==> src/rtl/instr_fetch_unit_pkg.sv <==
// Shared types and constants for the instruction fetch unit.
package instr_fetch_unit_pkg;
  localparam int XLEN = 32;
  localparam logic [XLEN-1:0] INSTR_NOP    = 32'h0000_0013;
  localparam logic [XLEN-1:0] INSTR_EBREAK = 32'h0010_0073;

  typedef enum logic [1:0] {ST_BOOT, ST_FETCH, ST_HALT} ifu_state_e;

  typedef struct packed {
    logic            valid;
    logic [XLEN-1:0] pc;
    logic [XLEN-1:0] pc_plus4;
    logic [XLEN-1:0] instr;
  } if_id_t;

  // Zero-filled memory is treated like EBREAK so a runaway PC parks itself.
  function automatic logic is_halt_instr(input logic [XLEN-1:0] instr);
    return (instr == INSTR_EBREAK) || (instr == '0);
  endfunction
endpackage

==> src/rtl/instr_fetch_unit_if_id_reg.sv <==
// IF/ID pipeline register: flush clears valid only, load captures, otherwise hold.
module if_id_reg
  import instr_fetch_unit_pkg::*;
(
  input  logic   clk_i,
  input  logic   rst_i,
  input  logic   load_i,
  input  logic   flush_i,
  input  if_id_t d_i,
  output if_id_t q_o
);
  if_id_t q_q;

  always_ff @(posedge clk_i or posedge rst_i) begin
    if (rst_i) begin
      q_q <= '{valid: 1'b0, pc: '0, pc_plus4: '0, instr: INSTR_NOP};
    end else if (flush_i) begin
      q_q.valid <= 1'b0;
    end else if (load_i) begin
      q_q <= d_i;
    end
  end

  assign q_o = q_q;
endmodule

==> src/rtl/instr_fetch_unit.sv <==
// Fetch stage: PC, boot delay, stall/redirect handling and halt on EBREAK.
// Optional perf counters are built when IFU_PERF_CNT_EN is defined.
module instr_fetch_unit
  import instr_fetch_unit_pkg::*;
#(
  parameter logic [XLEN-1:0] RESET_PC    = 32'h0000_0000,
  parameter int              BOOT_CYCLES = 2
) (
  input  logic            SYS_clk,
  input  logic            SYS_reset,
  input  logic            stall,
  input  logic            redirect_valid,
  input  logic [XLEN-1:0] redirect_target,
  output logic [XLEN-1:0] imem_addr,
  input  logic [XLEN-1:0] imem_rdata,
  output logic            if_id_valid,
  output logic [XLEN-1:0] if_id_pc,
  output logic [XLEN-1:0] if_id_pc_plus4,
  output logic [XLEN-1:0] if_id_instr,
  output logic            halted
`ifdef IFU_PERF_CNT_EN
  , output logic [31:0]   perf_fetched
  , output logic [31:0]   perf_bubbles
`endif
);
  localparam logic [3:0] BOOT_LAST = 4'(BOOT_CYCLES - 1);

  ifu_state_e      state_q, state_d;
  logic [XLEN-1:0] pc_q, pc_d;
  logic [3:0]      boot_cnt_q, boot_cnt_d;
  logic            ld, fl;
  logic [XLEN-1:0] tgt;
  logic            unused_tgt_bits;
  if_id_t          ifid_d, ifid_q;

  assign tgt             = {redirect_target[XLEN-1:2], 2'b00};
  assign unused_tgt_bits = ^redirect_target[1:0];

  always_ff @(posedge SYS_clk or posedge SYS_reset) begin
    if (SYS_reset) begin
      state_q    <= ST_BOOT;
      pc_q       <= RESET_PC;
      boot_cnt_q <= '0;
    end else begin
      state_q    <= state_d;
      pc_q       <= pc_d;
      boot_cnt_q <= boot_cnt_d;
    end
  end

  always_comb begin
    state_d = state_q;
    case (state_q)
      ST_BOOT:  if (boot_cnt_q == BOOT_LAST) state_d = ST_FETCH;
      ST_FETCH: if (!redirect_valid && !stall && is_halt_instr(imem_rdata)) state_d = ST_HALT;
      ST_HALT:  if (redirect_valid) state_d = ST_FETCH;
      default:  state_d = ST_BOOT;
    endcase
  end

  always_comb begin
    pc_d       = pc_q;
    boot_cnt_d = boot_cnt_q;
    ld         = 1'b0;
    fl         = 1'b0;
    case (state_q)
      ST_BOOT: boot_cnt_d = boot_cnt_q + 4'd1;
      ST_FETCH: begin
        if (redirect_valid) begin
          pc_d = tgt;
          fl   = 1'b1;
        end else if (!stall) begin
          ld = 1'b1;
          if (!is_halt_instr(imem_rdata)) pc_d = pc_q + 32'd4;
        end
      end
      ST_HALT: begin
        if (redirect_valid) begin
          pc_d = tgt;
          fl   = 1'b1;
        end else if (!stall) begin
          fl = 1'b1;
        end
      end
      default: ;
    endcase
  end

  assign ifid_d = '{valid: 1'b1, pc: pc_q, pc_plus4: pc_q + 32'd4, instr: imem_rdata};

  if_id_reg u_if_id (
    .clk_i   (SYS_clk),
    .rst_i   (SYS_reset),
    .load_i  (ld),
    .flush_i (fl),
    .d_i     (ifid_d),
    .q_o     (ifid_q)
  );

  assign imem_addr      = pc_q;
  assign if_id_valid    = ifid_q.valid;
  assign if_id_pc       = ifid_q.pc;
  assign if_id_pc_plus4 = ifid_q.pc_plus4;
  assign if_id_instr    = ifid_q.instr;
  assign halted         = (state_q == ST_HALT);

`ifdef IFU_PERF_CNT_EN
  logic [31:0] fetched_q, bubbles_q;
  always_ff @(posedge SYS_clk or posedge SYS_reset) begin
    if (SYS_reset) begin
      fetched_q <= '0;
      bubbles_q <= '0;
    end else begin
      if (ld) fetched_q <= fetched_q + 32'd1;
      if (state_q != ST_BOOT && (stall || redirect_valid)) bubbles_q <= bubbles_q + 32'd1;
    end
  end
  assign perf_fetched = fetched_q;
  assign perf_bubbles = bubbles_q;
`endif
endmodule

==> config.mk <==
export PLATFORM = sky130hd
export DESIGN_NAME = instr_fetch_unit
export DESIGN_NICKNAME = d
export VERILOG_FILES = /design/src/rtl/instr_fetch_unit_pkg.sv /design/src/rtl/instr_fetch_unit_if_id_reg.sv /design/src/rtl/instr_fetch_unit.sv
export SDC_FILE = /design/constraint.sdc
export NUM_CORES = 1
export LEC_CHECK = 0
export ABC_AREA = 1
export CORE_ASPECT_RATIO = 0.7
export CORE_MARGIN = 3
export CORE_UTILIZATION = 52
export CTS_CLUSTER_SIZE = 10
export DETAILED_ROUTE_END_ITERATION = 16
export HOLD_SLACK_MARGIN = 0.05
export MAX_ROUTING_LAYER = met4
export PLACE_DENSITY = 0.88
export SYNTH_ARGS = -nofsm -noshare
export SYNTH_HDL_FRONTEND = slang
export SYNTH_SLANG_ARGS = --single-unit
==> constraint.sdc <==
create_clock -name SYS_clk -period 8.9 [get_ports SYS_clk]
set_clock_uncertainty 0.1 [all_clocks]
set_input_delay 1.78 -clock SYS_clk [delete_from_list [all_inputs] [get_ports SYS_clk]]
set_output_delay 1.78 -clock SYS_clk [all_outputs]
set_load 0.05 [all_outputs]
Sizing map:
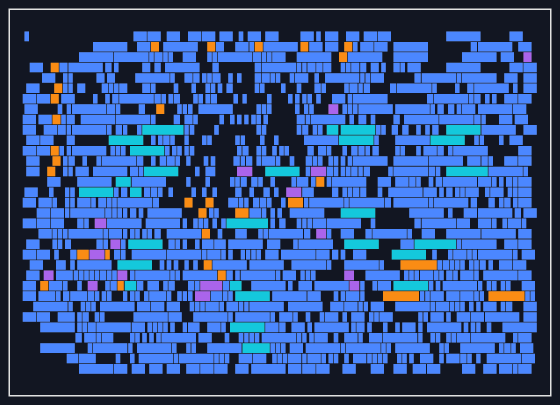
Blue stands for x1 and smaller, cells 963, share 93%, most used nand2_1. Orange stands for x2, cells 30, share 2.9%, most used or2_2. Purple stands for x3 and x4, cells 16, share 1.5%, most used buf_4. Cyan stands for x6 and larger, cells 27, share 2.6%, most used clkbuf_16.
Buffers, non-clock: 194
fin area: 9030 µm²

Gate-type map:
Bar = 50 µm.
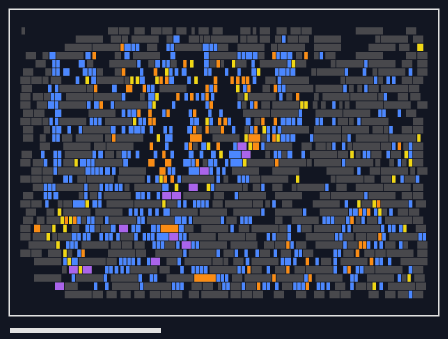
Orange stands for nor cells, cells 84. Blue stands for nand cells, cells 433, where all over the die. Yellow stands for inv cells, cells 55. Purple stands for xor and xnor cells, cells 13.
Finished Layout Cells: 1194
multi-input gate share of total cell area: 31.3%
Commonest Layout Cell: nand2_1

Routing congestion map:
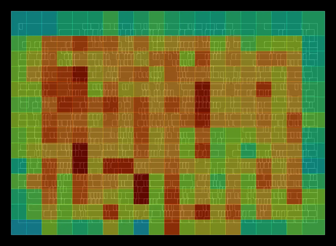
met3 Usage GRT: 7.82%
GRT Max-Usage Layer: met2
fin util: 74.6%
GR Util met1: 43.7%

Met3 routing:
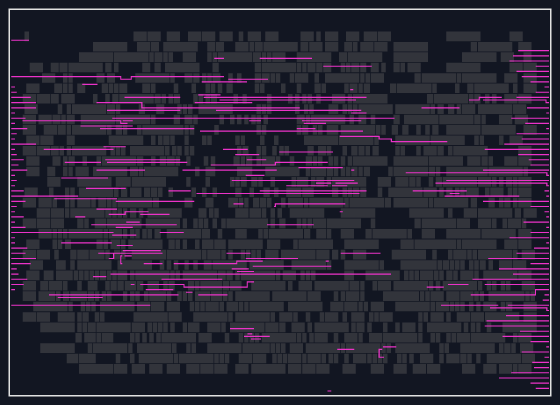
The longest straight run is 73.6 µm. The wires run mostly horizontal.
vias: 6400
final wirelength: 20.8 mm

==> ci_impl_report.md <==
### Metrics collected by this job

| Metric | Value |
|---|---|
| Number of cells in Yosys stat | `about 880` |
| Largest net degree at the start of global routing | `about 120` |
| Number of warnings in the stage logs | `33` |
| WL/cell | `17.4 µm` |
| Clk pin slew, worst setup/hold paths | `0.06 ns` |
| Gate Count Post-Synth | `875` |
| Final Wtd Congestion | `around 1` |
| Leakage | `0.00433 µW` |
| Fraction of registers with async set/reset | `100%` |
| Aoi share | `5.63%` |
| Hold depth | `2` |
| Hpwl dp | `between 10 and 15 mm` |
| Post-route ant nets | `0` |
| CTS tree | `yes` |
| Clk tree area frac | `7.00%` |
| Critical Path, Cell by Cell | `clkdlybuf4s50_1, nor2_1, nand2_1, nor2_1, nand2_1, nand2_1, nand2_1, nand2_1, nand2_1, buf_4, nand2_1, nand2_1, nand2_1` |
| Vias per Instance | `5.36` |
| DR pass1 iterations | `6` |
| Vias in the first global route | `5953` |
| Slew @ Worst Pin | `between 1 and 1.5 ns` |
| Placed cell count | `1161` |
| Port-buffer cells | `189` |
| NumNets Final | `1097` |
| Place WS | `4.38 ns` |
| DRC errors left | `0` |
| Worst Path Arrival | `4.34 ns` |
| Yosys xor share | `1.71%` |
| CTS root buf | `clkbuf_16` |
| Pwr/cell area | `279 nW/µm²` |
| Clock Sinks | `between 100 and 150` |
| Outcome | `complete, no violations` |
| Number of flops mapped to enable cells by yosys | `0` |
| Fraction of area in registers | `between 30% and 40%` |
| Worst-skew pair later-pin latency | `0.41 ns` |
| Invs w/o clock | `55` |
| Min Hold Slack | `0.368 ns` |
| Ant. Diodes | `1` |
| Final-layout clock buffer total | `18` |
| Share of post-route cells with drive strength above 1 | `7.05%` |
| Data buffer area share | `21.4%` |
| Post-route worst setup slack | `4.74 ns` |
| GRT Util Overall | `roughly 30%` |
| Synthesis warning total | `0` |
| Flop area | `3230 µm²` |
| Chip Area | `14200 µm²` |
| Comb gates | `626` |
| Die extent in x | `141 µm` |
| Final setup viols | `0` |
| CP dominant cell by count | `nand2_1` |
| H-tree levels | `4` |
| Overflow after GRT | `0` |
| Reg2reg start | `state_q[0]` |
| 1st-iter DRT viols | `593` |
| Tap cells | `157` |
| Worst reg2reg path depth | `9` |
| CP required | `9.09 ns` |
| FP Core Util | `55.1%` |
| Total Power | `approximately 2500 µW` |
| Min-Delay Path Class | `flop to flop` |
| Initial antenna violation count | `1` |
| Main logic family | `simple AND/OR/NAND/NOR gates` |
| Slew margin rel. | `23.8%` |
| Max stage delay on crit path | `0.76 ns` |
| Unrepaired setup endpoints after global routing | `no` |
| CTS Buf Count | `17` |
| Synth mux share | `0%` |
| Setup Buffers After CTS | `0` |
| Crit end category | `flop` |
| Max-slew violations | `0` |
| Area delta synth->final | `35.4%` |
| First-pass GRT wire length | `between 30 and 40 mm` |
| Gate Area | `around 2800 µm²` |
| CP max FO | `31` |
| Top class by area | `registers` |
| Bufs and invs on worst path | `2` |
| Top FF cell, synth | `dfrtp_1` |
| Crit-path leading delay family | `simple AND/OR/NAND/NOR gates` |
| Basic Gates by Area | `33.5%` |
| Core Footprint | `about 12000 µm²` |
| Flop2flop setup slack | `approximately 6.1 ns` |
| Mean post-synth cell area | `7.62 µm²` |
| Worst-path cell with the longest stage delay | `nand2_1` |
| Std cell rows | `33` |
| Setup_tns | `0 ns` |
| Mapped Area | `roughly 6700 µm²` |
| Minimum clock period | `4.16 ns` |
| Die span in y | `101 µm` |
| Max Cap Violations | `0` |
| # IOs | `a little under 200` |
| Fmax | `241 MHz` |
| Sequential cell area fraction in the yosys report | `48.5%` |
| Post-CTS resize count | `0` |
| YS chip area | `6670 µm²` |
| Adder Share, Synth | `1.13%` |
| Synth cell types | `31` |
| Hold EP | `u_if_id.q_o[1]` |
| Crit Path Class | `input pin to flop` |
| Most numerous logic cells after layout | `nand2_1 (355), clkdlybuf4s50_1 (189), dfrtp_1 (126)` |
| Tcrit/Tclk final | `46.7%` |
| Worst Min Path Start | `u_if_id.q_o[1]` |
| Worst IR drop on VDD | `0.245 mV` |
| Layout fillers | `~900` |
| Element type at the critical path start | `input pin` |
| Maximum clock insertion buffer count | `2` |
| Yosys reg bits | `~130` |
| Worst r2r dst | `imem_addr[8]` |
| Dpl cell area | `8400 µm²` |
| CTS Hold Bufs | `0` |
| Fin. Hold Viols | `0` |
| Flip-flop and latch count | `129` |
-- report_power, final --
part	switching, µW	internal [µW]
Sequential	96.3	709
Clock	279	474
Combinational	657	299
Total	1030	1480
-- worst max path at each step --
stage / start / to / slack [ns] / cells after the start
floorplan: SYS_reset / boot_cnt_q[0] / 3.58 / 1
global placement: imem_rdata[2] / imem_addr[25] / 4.43 / 13
detailed placement: imem_rdata[0] / imem_addr[16] / 4.38 / 13
CTS: imem_rdata[2] / imem_addr[8] / 4.79 / 13
global route: imem_rdata[0] / imem_addr[9] / 4.46 / 13
finish: imem_rdata[0] / imem_addr[8] / 4.74 / 13
-- synth_stat cells (3+ instances only) --
master / n / share of area (%)
nand2_1: 355 / 20
dfrtp_1: 126 / 47
nor2_1: 75 / 4.2
inv_1: 54 / 3.0
nand3_1: 51 / 3.8
o21ai_0: 44 / 3.3
buf_4: 38 / 4.3
buf_2: 17 / 1.3
nand4_1: 17 / 1.6
a31oi_1: 14 / 1.3
clkbuf_1: 14 / 0.79
or2_2: 13 / 1.2
xor2_1: 12 / 1.6
o21ai_1: 10 / 0.75
ha_1: 6 / 1.1
nor2_2: 5 / 0.47
nand2_2: 4 / 0.38
dfstp_2: 3 / 1.2
-- flip-flops by register name (all words and copies together), names as in the netlist --
signal / count
state_q: 2
u_if_id.q_o: 93
imem_addr: 30
boot_cnt_q: 4
-- logic make-up (layout without fill, tap and decap cells) --
group,after synthesis,after routing
simple gates,530,530
flops,129,129
fa+ha+maj,6,6
buf+inv,125,281
compound gates,71,71
other cells,1,7
xor+xnor,13,13
-- per-layer routing --
layer	share of wire (%)	vias to the layer above	global-route usage, %	wire length [µm]
li1	-	3016	-	-
met1	45	3029	43.7	9390
met2	44	342	43.9	9060
met3	11	13	7.82	2230
met4	0.50	0	4.54	104
met5	0	-	-	0
Power figures rest on the tool's default switching activity, not on a simulated workload.
